===== src/rtl/local_net_interface.sv =====
// rtl/local_net_interface.sv - core-to-router LOCAL port network interface; LOCAL_NI_STATS_EN enables packet/error counters
module local_net_interface #(
    parameter logic [2:0] NODE_ADDRESS = 3'd1,
    parameter int         MAX_LEN      = 16,
    parameter int         RX_DEPTH     = 4
) (
    input  logic        clk,
    input  logic        rst,
    input  logic        tx_valid,
    output logic        tx_ready,
    input  logic [2:0]  tx_dst,
    input  logic [23:0] tx_data,
    input  logic        tx_last,
    output logic [31:0] NI_DATA_OUT,
    output logic        NI_DATA_VALID_OUT,
    input  logic        NI_FULL_IN,
    input  logic [31:0] NI_DATA_IN,
    input  logic        NI_DATA_VALID_IN,
    output logic        rx_valid,
    input  logic        rx_ready,
    output logic [23:0] rx_data,
    output logic [2:0]  rx_src,
    output logic [1:0]  rx_type,
    output logic        tx_len_err,
    output logic        rx_ovf,
    output logic [15:0] tx_pkt_cnt,
    output logic [15:0] rx_pkt_cnt,
    output logic [15:0] rx_err_cnt
);
    localparam int         AW        = $clog2(RX_DEPTH);
    localparam logic [7:0] MAX_LEN_C = 8'(MAX_LEN);
    localparam logic [1:0] TY_BODY = 2'b00, TY_HEAD = 2'b01, TY_TAIL = 2'b10, TY_SINGLE = 2'b11;

    typedef enum logic {T_IDLE, T_PKT} tx_state_t;
    tx_state_t   state_q, state_d;
    logic [7:0]  beat_cnt_q, beat_cnt_d;
    logic [2:0]  dst_q, dst_d;
    logic        hold_vld_q, hold_vld_d;
    logic [31:0] hold_flit_q, hold_flit_d;
    logic        tx_len_err_q;
    logic        tx_accept, at_max, tx_pkt_done, len_err_set;
    logic [1:0]  flit_type;
    logic [2:0]  flit_dst;

    assign tx_ready          = !rst && (!hold_vld_q || !NI_FULL_IN);
    assign tx_accept         = tx_valid && tx_ready;
    assign NI_DATA_VALID_OUT = hold_vld_q && !NI_FULL_IN;
    assign NI_DATA_OUT       = hold_vld_q ? hold_flit_q : 32'd0;
    assign at_max            = (beat_cnt_q + 8'd1) == MAX_LEN_C;
    assign tx_len_err        = tx_len_err_q;

    always_ff @(posedge clk) begin
        if (rst) begin
            state_q    <= T_IDLE;
            beat_cnt_q <= 8'd0;
            dst_q      <= 3'd0;
        end else begin
            state_q    <= state_d;
            beat_cnt_q <= beat_cnt_d;
            dst_q      <= dst_d;
        end
    end

    always_comb begin
        state_d    = state_q;
        beat_cnt_d = beat_cnt_q;
        dst_d      = dst_q;
        if (tx_accept) begin
            case (state_q)
                T_IDLE: if (!tx_last) begin
                    state_d    = T_PKT;
                    dst_d      = tx_dst;
                    beat_cnt_d = 8'd1;
                end
                T_PKT: if (tx_last || at_max) state_d = T_IDLE;
                       else beat_cnt_d = beat_cnt_q + 8'd1;
                default: state_d = T_IDLE;
            endcase
        end
    end

    always_comb begin
        flit_type   = TY_BODY;
        flit_dst    = (state_q == T_PKT) ? dst_q : tx_dst;
        tx_pkt_done = 1'b0;
        len_err_set = 1'b0;
        if (state_q == T_IDLE) begin
            flit_type   = tx_last ? TY_SINGLE : TY_HEAD;
            tx_pkt_done = tx_accept && tx_last;
        end else if (tx_last || at_max) begin
            flit_type   = TY_TAIL;
            tx_pkt_done = tx_accept;
            len_err_set = tx_accept && !tx_last;
        end
    end

    // A flit leaves the hold register whenever the router is not full
    always_comb begin
        hold_vld_d  = hold_vld_q && NI_FULL_IN;
        hold_flit_d = hold_flit_q;
        if (tx_accept) begin
            hold_vld_d  = 1'b1;
            hold_flit_d = {tx_data, flit_type, NODE_ADDRESS, flit_dst};
        end
    end

    always_ff @(posedge clk) begin
        if (rst) begin
            hold_vld_q   <= 1'b0;
            hold_flit_q  <= 32'd0;
            tx_len_err_q <= 1'b0;
        end else begin
            hold_vld_q   <= hold_vld_d;
            hold_flit_q  <= hold_flit_d;
            tx_len_err_q <= tx_len_err_q || len_err_set;
        end
    end

    logic [2:0]  in_dst, in_src;
    logic [1:0]  in_type;
    logic        addr_ok, frame_err, rx_pkt_done, rx_err;
    logic [7:0]  in_pkt_q, in_pkt_d;
    logic [28:0] mem_q [RX_DEPTH];
    logic [AW-1:0] wr_ptr_q, rd_ptr_q;
    logic [AW:0]   count_q;
    logic        fifo_full, push, pop, rx_ovf_q;

    assign in_dst  = NI_DATA_IN[2:0];
    assign in_src  = NI_DATA_IN[5:3];
    assign in_type = NI_DATA_IN[7:6];
    assign addr_ok = NI_DATA_VALID_IN && (in_dst == NODE_ADDRESS);

    // Per-source open-packet bits: sources interleave at the ejection port
    always_comb begin
        in_pkt_d    = in_pkt_q;
        frame_err   = 1'b0;
        rx_pkt_done = 1'b0;
        if (addr_ok) begin
            case (in_type)
                TY_HEAD: begin
                    frame_err        = in_pkt_q[in_src];
                    in_pkt_d[in_src] = 1'b1;
                end
                TY_BODY: frame_err = !in_pkt_q[in_src];
                TY_TAIL: begin
                    if (in_pkt_q[in_src]) begin
                        in_pkt_d[in_src] = 1'b0;
                        rx_pkt_done      = 1'b1;
                    end else begin
                        frame_err = 1'b1;
                    end
                end
                default: begin
                    frame_err   = in_pkt_q[in_src];
                    rx_pkt_done = !in_pkt_q[in_src];
                end
            endcase
        end
    end

    assign rx_err    = NI_DATA_VALID_IN && (!addr_ok || frame_err);
    assign fifo_full = count_q == (AW+1)'(RX_DEPTH);
    assign rx_valid  = count_q != '0;
    assign pop       = rx_valid && rx_ready;
    assign push      = addr_ok && (!fifo_full || pop);
    assign rx_data   = mem_q[rd_ptr_q][28:5];
    assign rx_src    = mem_q[rd_ptr_q][4:2];
    assign rx_type   = mem_q[rd_ptr_q][1:0];
    assign rx_ovf    = rx_ovf_q;

    always_ff @(posedge clk) begin
        if (push) mem_q[wr_ptr_q] <= {NI_DATA_IN[31:8], in_src, in_type};
    end

    always_ff @(posedge clk) begin
        if (rst) begin
            in_pkt_q <= 8'd0;
            wr_ptr_q <= '0;
            rd_ptr_q <= '0;
            count_q  <= '0;
            rx_ovf_q <= 1'b0;
        end else begin
            in_pkt_q <= in_pkt_d;
            if (push) wr_ptr_q <= wr_ptr_q + 1'b1;
            if (pop)  rd_ptr_q <= rd_ptr_q + 1'b1;
            if (push && !pop)      count_q <= count_q + 1'b1;
            else if (!push && pop) count_q <= count_q - 1'b1;
            if (addr_ok && fifo_full && !pop) rx_ovf_q <= 1'b1;
        end
    end

`ifdef LOCAL_NI_STATS_EN
    logic [15:0] tx_pkt_cnt_q, rx_pkt_cnt_q, rx_err_cnt_q;

    always_ff @(posedge clk) begin
        if (rst) begin
            tx_pkt_cnt_q <= 16'd0;
            rx_pkt_cnt_q <= 16'd0;
            rx_err_cnt_q <= 16'd0;
        end else begin
            if (tx_pkt_done && tx_pkt_cnt_q != 16'hFFFF) tx_pkt_cnt_q <= tx_pkt_cnt_q + 16'd1;
            if (rx_pkt_done && rx_pkt_cnt_q != 16'hFFFF) rx_pkt_cnt_q <= rx_pkt_cnt_q + 16'd1;
            if (rx_err && rx_err_cnt_q != 16'hFFFF)      rx_err_cnt_q <= rx_err_cnt_q + 16'd1;
        end
    end

    assign tx_pkt_cnt = tx_pkt_cnt_q;
    assign rx_pkt_cnt = rx_pkt_cnt_q;
    assign rx_err_cnt = rx_err_cnt_q;
`else
    logic unused_stats;
    assign unused_stats = ^{tx_pkt_done, rx_pkt_done, rx_err};
    assign tx_pkt_cnt   = 16'd0;
    assign rx_pkt_cnt   = 16'd0;
    assign rx_err_cnt   = 16'd0;
`endif
endmodule


===== config.mk =====
export PLATFORM = sky130hd
export DESIGN_NAME = local_net_interface
export DESIGN_NICKNAME = d
export VERILOG_FILES = /design/src/rtl/local_net_interface.sv
export SDC_FILE = /design/constraint.sdc
export NUM_CORES = 1
export LEC_CHECK = 0
export CAP_MARGIN = 0
export CORE_UTILIZATION = 44
export DETAILED_ROUTE_END_ITERATION = 8
export HOLD_SLACK_MARGIN = 0.12
export PLACE_DENSITY_LB_ADDON = 0.1
export SLEW_MARGIN = 20
export SYNTH_ARGS = -nofsm -noshare
export SYNTH_HDL_FRONTEND = slang
export SYNTH_SLANG_ARGS = --single-unit

===== constraint.sdc =====
create_clock -name clk -period 2.1 [get_ports clk]
set_input_delay 0.42 -clock clk [delete_from_list [all_inputs] [get_ports clk]]
set_output_delay 0.42 -clock clk [all_outputs]
set_load 0.05 [all_outputs]

### Placement view

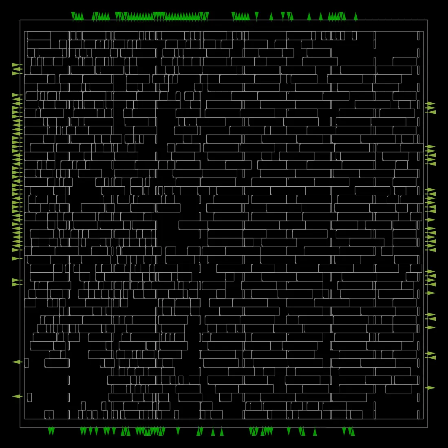
Util after Layout: 0.647
# Taps: 211
Final Non-Filler Cells: 887
core area: 15400 um2

### Metal 3

Bar = 50 um.
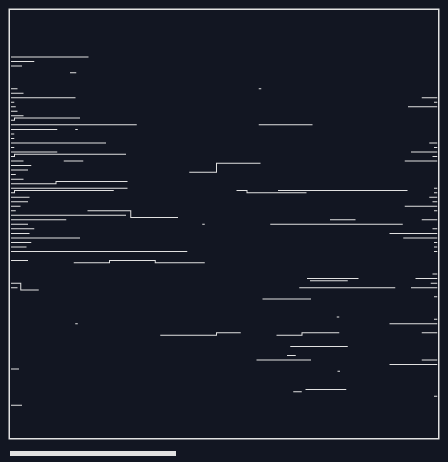
main direction: horizontal
nets with wire on the layer: 89
wire length on this layer: 1040 um
via count: 4217
Post-Route WL: 13900 um
met3 Resource Use GR: 0.0603

### Nets reached from selected ports

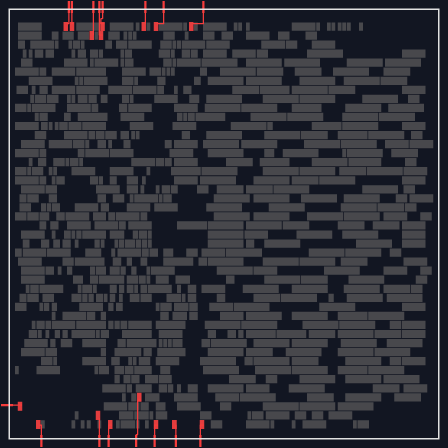
[rx_err_cnt] red | direction: output | end cells: 16 | buffers: 0 | wire: 88.3 um
IO buf count: 129
# IOs: 180

==> flow_metrics.tcl <==
# collected from the flow reports
set metrics [dict create \
    rsz0062_at_grt "yes" \
    outcome "complete, but fails checks" \
    setup.worst_path.end "rx_data[4]" \
    top_cells_by_area "edfxtp_1 49%, dfxtp_1 15%, mux4_2 9.2%" \
    arrival_ns 1.77 \
    startpoint_type "flip-flop" \
    logic_gates 304 \
    grt-ovfl-total 0 \
    synth_flops 170 \
    setup_slack_ns -0.0907 \
    edf_count 116 \
    violations "negative setup slack" \
    setup_viol 29 \
    bufAreaShareNonClock 0.231 \
    place_congestion 0.770 \
    yosys_area_um2 7070 \
    clkbuf_count 17 \
    worst_r2r_endpoint "count_q[2]" \
    clkSlewWorstSetupHoldPaths_ns 0.06 \
    fin_crit_sh 1.04 \
    clkCellAreaFrac 0.0587 \
    cts_sinks 170 \
    p_per_area_nw_per_um2 955 \
    root_buffer "clkbuf_16" \
    die_w_um 129 \
    ys_cells 505 \
    drt-pass1-iter-count 6 \
    regArea_um2 4570 \
    sh_comb_area 0.225 \
    comb_area_um2 2240 \
    synth_cell_types 42 \
    reg2regPathDepth 8 \
    grt_pass1_wl_um 21800 \
    ir_drop_mv 0.482 \
    synth_area_um2 7070 \
    drtIter0Drc 172 \
]
## stage by stage
stage          area (um2)  utilization  setup slack [ns]  hold slack, ns
2_1_floorplan        7300            -           -0.0129           0.440
3_3_place_gp         9300        0.603            -0.561           0.452
3_5_place_dp         9300        0.603            -0.657           0.453
4_1_cts              9930        0.643            -0.129           0.468
5_1_grt              9990        0.647            -0.139           0.491
6_report             9990        0.647           -0.0907           0.468
## metal layers
metal	up-vias	share of wire	global-route usage
met5	-	0	0
met3	15	0.075	0.0603
met2	123	0.52	0.302
li1	2034	-	-
met4	0	0.013	0.0713
met1	2045	0.39	0.210
## sequential cells by signal (all words and copies together), names as in the netlist, named ones only
signal       cells
dst_q            3
beat_cnt_q       8
state_q          1
wr_ptr_q         2
mem_q          116
tx_len_err       1
rx_ovf           1
hold_vld_q       1
rd_ptr_q         2
count_q          3
hold_flit_q     30
## power by group through the flow
stage / Clock [uW] / Combinational (uW) / Sequential (uW)
global route: 3310 / 2810 / 3780
finish: 3100 / 2670 / 3770
global placement: 0 / 2610 / 3820
detailed placement: 0 / 2630 / 3820
floorplan: 0 / 1580 / 3800
CTS: 3170 / 2660 / 3770
## logic make-up (layout without fill, tap and decap cells)
group	count (synthesis)	count (layout)	synth area share
AOI/OAI and AO/OA	36	36	0.0308
xor gates and xnor gates	7	7	0.00868
adders and majority gates	7	7	0.0135
buffers and inverters	80	202	0.0712
DFF	170	170	0.646
muxes	34	34	0.0995
other	1	50	0.000531
and+or+nand+nor	170	170	0.130
## repair_timing
item / CTS / global route
pin swaps: 0 / 4
setup buffers: 0 / 2
setup endpoints to repair: 31 / 31
cloned: 1 / 1
gates resized: 5 / 6
## critical path, cell delays in order (launching register included)
cell	delay (ns)
dfxtp_4	0.44
clkbuf_16	0.18
mux4_2	0.54
buf_12	0.17
No activity file was given, so power comes from the tool's default toggle rates.
